File: src/rtl/addsub_seq_pkg.sv
// Shared types and constants for the add/subtract sequencer and its arithmetic core.
package addsub_seq_pkg;

  localparam int WIDTH_DEF = 16;
  localparam int CNT_W_DEF = 4;

  typedef enum logic [1:0] {
    IDLE  = 2'd0,
    ADD_A = 2'd1,
    SUB_B = 2'd2,
    DONE  = 2'd3
  } state_t;

  localparam logic OP_ADD = 1'b0;
  localparam logic OP_SUB = 1'b1;

endpackage

File: src/rtl/addsub_core.sv
// Combinational adder-subtractor: s = x + (y ^ {WIDTH{op}}) + op, with signed overflow flag.
module addsub_core #(
  parameter int WIDTH = 16
) (
  input  logic [WIDTH-1:0] x,
  input  logic [WIDTH-1:0] y,
  input  logic             op,
  output logic [WIDTH-1:0] s,
  output logic             cout,
  output logic             ovf
);

  logic [WIDTH-1:0] y_eff;

  always_comb begin
    y_eff       = y ^ {WIDTH{op}};
    {cout, s}   = {1'b0, x} + {1'b0, y_eff} + {{WIDTH{1'b0}}, op};
    // Overflow when both effective operands share a sign the result does not.
    ovf         = (x[WIDTH-1] == y_eff[WIDTH-1]) && (s[WIDTH-1] != x[WIDTH-1]);
  end

endmodule

File: src/rtl/addsub_sequencer.sv
// Sequences one adder-subtractor to compute m*A - n*B into an accumulator,
// with valid/ready handshakes on the command and result sides.
module addsub_sequencer
  import addsub_seq_pkg::*;
#(
  parameter int WIDTH = WIDTH_DEF,
  parameter int CNT_W = CNT_W_DEF
) (
  input  logic             clk,
  input  logic             rst_n,
  input  logic             start_valid,
  output logic             start_ready,
  input  logic [WIDTH-1:0] a,
  input  logic [WIDTH-1:0] b,
  input  logic [CNT_W-1:0] m,
  input  logic [CNT_W-1:0] n,
  output logic             done_valid,
  input  logic             done_ready,
  output logic [WIDTH-1:0] result,
  output logic             ovf,
  output logic             busy,
  output logic [1:0]       fsm_state
);

  // Handshakes: a transfer happens on a rising edge where valid and ready are both high.
  // start_ready is high only in IDLE; done_valid holds until done_ready is seen with it.

  state_t           state;
  logic [WIDTH-1:0] a_q;
  logic [WIDTH-1:0] b_q;
  logic [CNT_W-1:0] cnt_a;
  logic [CNT_W-1:0] cnt_b;
  logic [WIDTH-1:0] acc;
  logic             core_op;
  logic [WIDTH-1:0] core_y;
  logic [WIDTH-1:0] core_s;
  logic             core_ovf;

  always_comb begin
    core_op = (state == SUB_B) ? OP_SUB : OP_ADD;
    core_y  = (state == SUB_B) ? b_q : a_q;
  end

  addsub_core #(.WIDTH(WIDTH)) u_core (
    .x    (acc),
    .y    (core_y),
    .op   (core_op),
    .s    (core_s),
    .cout (),
    .ovf  (core_ovf)
  );

  always_ff @(posedge clk or negedge rst_n) begin
    if (!rst_n) begin
      state       <= IDLE;
      a_q         <= '0;
      b_q         <= '0;
      cnt_a       <= '0;
      cnt_b       <= '0;
      acc         <= '0;
      ovf         <= 1'b0;
      done_valid  <= 1'b0;
      start_ready <= 1'b1;
      busy        <= 1'b0;
    end else begin
      case (state)
        IDLE: begin
          if (start_valid) begin
            a_q         <= a;
            b_q         <= b;
            cnt_a       <= m;
            cnt_b       <= n;
            acc         <= '0;
            ovf         <= 1'b0;
            start_ready <= 1'b0;
            busy        <= 1'b1;
            if (m != '0)      state <= ADD_A;
            else if (n != '0) state <= SUB_B;
            else              state <= DONE;
          end
        end
        ADD_A: begin
          acc   <= core_s;
          ovf   <= ovf | core_ovf;
          cnt_a <= cnt_a - CNT_W'(1);
          if (cnt_a == CNT_W'(1)) state <= (cnt_b != '0) ? SUB_B : DONE;
        end
        SUB_B: begin
          acc   <= core_s;
          ovf   <= ovf | core_ovf;
          cnt_b <= cnt_b - CNT_W'(1);
          if (cnt_b == CNT_W'(1)) state <= DONE;
        end
        DONE: begin
          // First DONE cycle only raises done_valid, giving the m+n+1 latency.
          if (done_valid && done_ready) begin
            state       <= IDLE;
            done_valid  <= 1'b0;
            start_ready <= 1'b1;
            busy        <= 1'b0;
          end else begin
            done_valid  <= 1'b1;
          end
        end
        default: state <= IDLE;
      endcase
    end
  end

  assign result    = acc;
  assign fsm_state = state;

endmodule

File: config.mk
export PLATFORM = sky130hd
export DESIGN_NAME = addsub_sequencer
export DESIGN_NICKNAME = d
export VERILOG_FILES = /design/src/rtl/addsub_seq_pkg.sv /design/src/rtl/addsub_core.sv /design/src/rtl/addsub_sequencer.sv
export SDC_FILE = /design/constraint.sdc
export NUM_CORES = 1
export LEC_CHECK = 0
export CAP_MARGIN = 0
export CORE_UTILIZATION = 25
export CTS_CLUSTER_SIZE = 30
export DETAILED_ROUTE_END_ITERATION = 10
export PLACE_DENSITY_LB_ADDON = 0.25
export SYNTH_ARGS = -nofsm -noshare
export SYNTH_HDL_FRONTEND = slang
export SYNTH_SLANG_ARGS = --single-unit
export TNS_END_PERCENT = 1
File: constraint.sdc
create_clock -name clk -period 3.5 [get_ports clk]
set_input_delay 0.525 -clock clk [delete_from_list [all_inputs] [get_ports clk]]
set_output_delay 0.525 -clock clk [all_outputs]
set_load 0.02 [all_outputs]
Fig. 1: PDN straps and rails
Scale: 3 px per µm. Pins as bars on the die edge.
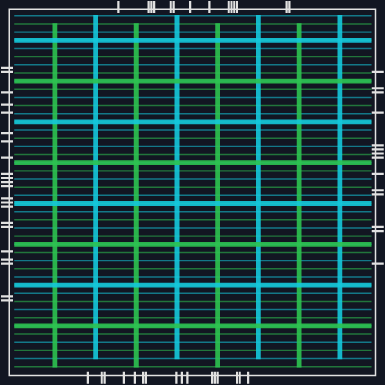
[green] VSS
[cyan] VDD
met5 straps: 8
rows: 43
met1 rails: 44

Fig. 2: cells coloured by class
Scale: 2 px per µm. Fill, decap, tap and diode cells in grey.
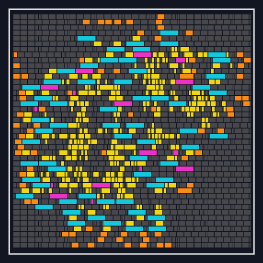
[magenta] clock drivers and dummy loads | cells: 16
[cyan] flops | cells: 62
[yellow] combinational and other logic | cells: 286
[orange] other buffers and delay cells | cells: 73
design area: 4750 µm²
flop share of the area: 0.327
site row count: 43
Core Region: 13900 µm²
Final Util: 0.341

Fig. 3: clock wires, drivers and flops
Scale: 4 px per µm.
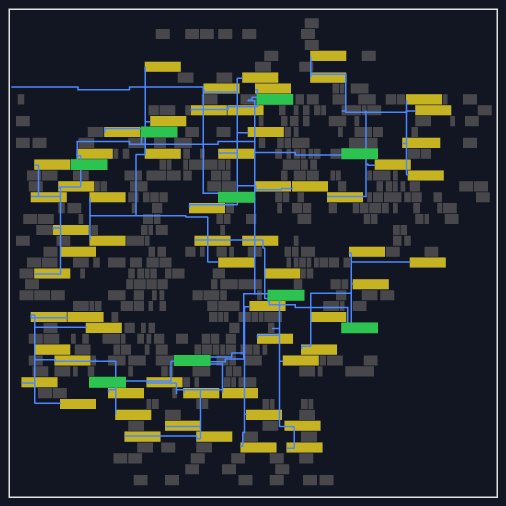
[green] clock drivers | count: 9
[blue] clock wires | length: 1060 µm
[yellow] flip-flops | count: 62
flops lie: widely spread
Clock group: 818 µW
worst-skew pair later-pin latency: 0.34 ns
clock network power share: 0.157

Fig. 4: metal layers overlaid
Scale: 3 px per µm. Two of the layers only.
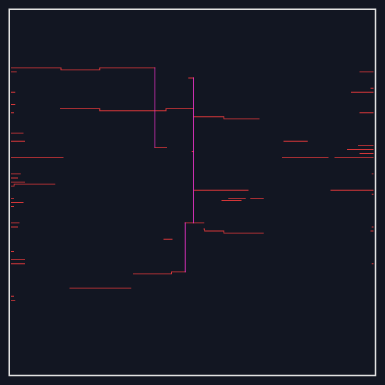
[red] metal 3 | wire length: 387 µm
[magenta] metal 4 | wire length: 91.1 µm

Fig. 5: placed standard cells
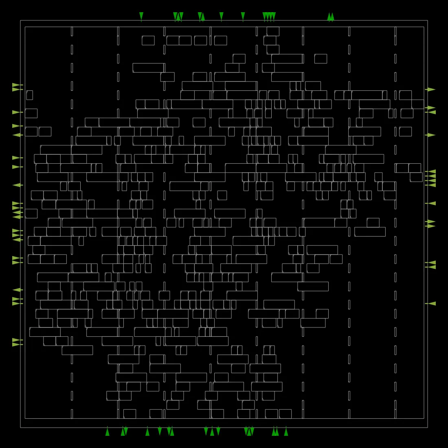
post-route insts no fill: 617
# fillers: 1426
num sequential: 62

==> cell type report <==
type | instances | share of cell area
Clock inverter | 4 | 0.00474
Inverter | 11 | 0.00870
Multi-Input combinational cell | 275 | 0.406
Tap cell | 180 | 0.0474
Timing Repair Buffer | 73 | 0.154
Sequential cell | 62 | 0.327
Clock buffer | 12 | 0.0519
==> sequential cells by signal, summed over array words and instances, names as in the netlist <==
register     cells
a_q             16
ovf              1
done_valid       1
start_ready      1
fsm_state        2
busy             1
cnt_b            4
result          16
cnt_a            4
b_q             16
==> routing by layer <==
metal	routed length, µm	up-vias	share of wire	track usage
li1	-	1452	-	-
met1	4050	1329	0.47	0.165
met2	4110	62	0.48	0.202
met3	387	9	0.045	0.0407
met4	91	0	0.011	0.0370
met5	0	-	0	0
==> worst max-delay path by stage <==
stage / startpoint / end / slack (ns) / depth (start not counted)
finish: fsm_state[0] / result[14] / 0.62 / 13
floorplan: fsm_state[0] / result[14] / 0.22 / 15
CTS: fsm_state[0] / result[14] / 0.62 / 13
global placement: fsm_state[0] / result[14] / 0.69 / 13
detailed placement: fsm_state[0] / result[14] / 0.63 / 13
global route: fsm_state[0] / result[14] / 0.46 / 13
==> worst max-delay path, stage by stage (launching register included) <==
cell      delay (ns)
dfrtp_1         0.42
inv_1           0.10
ha_1            0.20
buf_12          0.22
nor2_1          0.07
a21oi_1         0.12
ha_1            0.28
nor2b_4         0.15
o31a_1          0.27
o211ai_1        0.17
nand3_1         0.20
a221oi_2        0.32
xor2_1          0.15
o21ai_0         0.08
==> power by group through the flow <==
stage / logic (mW) / registers (mW) / clock network [mW]
floorplan: 2.12 / 1.44 / 0
global route: 3.39 / 1.42 / 0.885
global placement: 3.02 / 1.38 / 0
finish: 3.03 / 1.36 / 0.818
detailed placement: 3.06 / 1.38 / 0
CTS: 3.08 / 1.37 / 0.850
==> cell usage in the layout, fill, tap and decap left out, drive strengths merged, types with 4 or more instances in the layout <==
| cell type | instances |
|---|---|
| clkdlybuf4s50 | 64 |
| dfrtp | 61 |
| a21oi | 39 |
| mux2 | 33 |
| nand2 | 32 |
| nor2 | 30 |
| o21ai | 26 |
| ha | 22 |
| clkbuf | 12 |
| inv | 11 |
| nand3 | 10 |
| buf | 9 |
| o21a | 8 |
| nor3 | 6 |
| o31ai | 6 |
| o22ai | 5 |
| xor2 | 5 |
| xnor2 | 5 |
| nand2b | 4 |
| o211ai | 4 |
| mux2i | 4 |
| a21o | 4 |
==> cells by family after synthesis <==
group	after synthesis	share of synthesized area
AND-OR/OR-AND	110	0.197
XOR/XNOR	10	0.0245
adder cells (fa/ha/maj)	23	0.0825
buffers and inverters	26	0.0273
flip-flops	62	0.434
multiplexers	37	0.115
AND/OR/NAND/NOR	95	0.120
==> impl_metrics.py <==
# Generated from Yosys and OpenROAD reports
metrics = {
    "synth": {
        "most_common_cell": "dfrtp_1",
        "synth_nets": 430,
        "async_flop_share": 1.00,
        "top_cells_by_count": "dfrtp_1 (61), a21oi_1 (38), mux2_2 (33)",
        "synth_cell_type_count": 51,
        "yosysWarnings": 0,
        "synth_cells": 363,
    },
    "critical_path": {
        "cp.arrival_ns": 3.10,
        "required_ns": 3.72,
        "reg2reg_from": "fsm_state[0]",
        "endpoint_kind": "flip-flop",
        "r2r_slack_ns": 0.62,
        "cp_max_fo": 43,
        "timing.rr.end": "result[14]",
    },
    "power": {
        "power.switching_mw": 2.20,
        "power_density_nw_per_um2": 1100,
        "p_sw_frac": 0.422,
        "comb_power_share": 0.582,
    },
    "die": {
        "chip_area_um2": 14800,
        "die_h_um": 122,
        "num_io_pins": 66,
    },
    "flow_run": {
        "warnings": 31,
        "max-cap-violations": 0,
    },
    "timing": {
        "fmax_ghz": 0.348,
        "setup_viol_count_final": 0,
        "fin_ws_ns": 0.625,
        "final.setup.tns_ns": 0,
        "drv_slew": 0,
        "fin_crit_sh": 0.822,
        "worst_hold_slack_ns": 0.0969,
    },
    "clocking": {
        "cts_resized": 0,
        "cts.sinks": 62,
        "clk_pin_slew_ns": 0.06,
    },
    "route": {
        "ant_nets": 0,
        "post-route-drc-count": 0,
        "first_pass_iters": 4,
    },
    "global_route": {
        "track_usage": 0.127,
        "grt_max_degree": 44,
    },
    "placed_design": {
        "placed_area_um2": 4480,
        "post-place-cells": 601,
    },
    "run_status": {
        "status": "complete, no violations",
    },
    "cells_and_area": {
        "logic_area_um2": 1930,
    },
}
Power figures rest on the tool's default switching activity, not on a simulated workload.
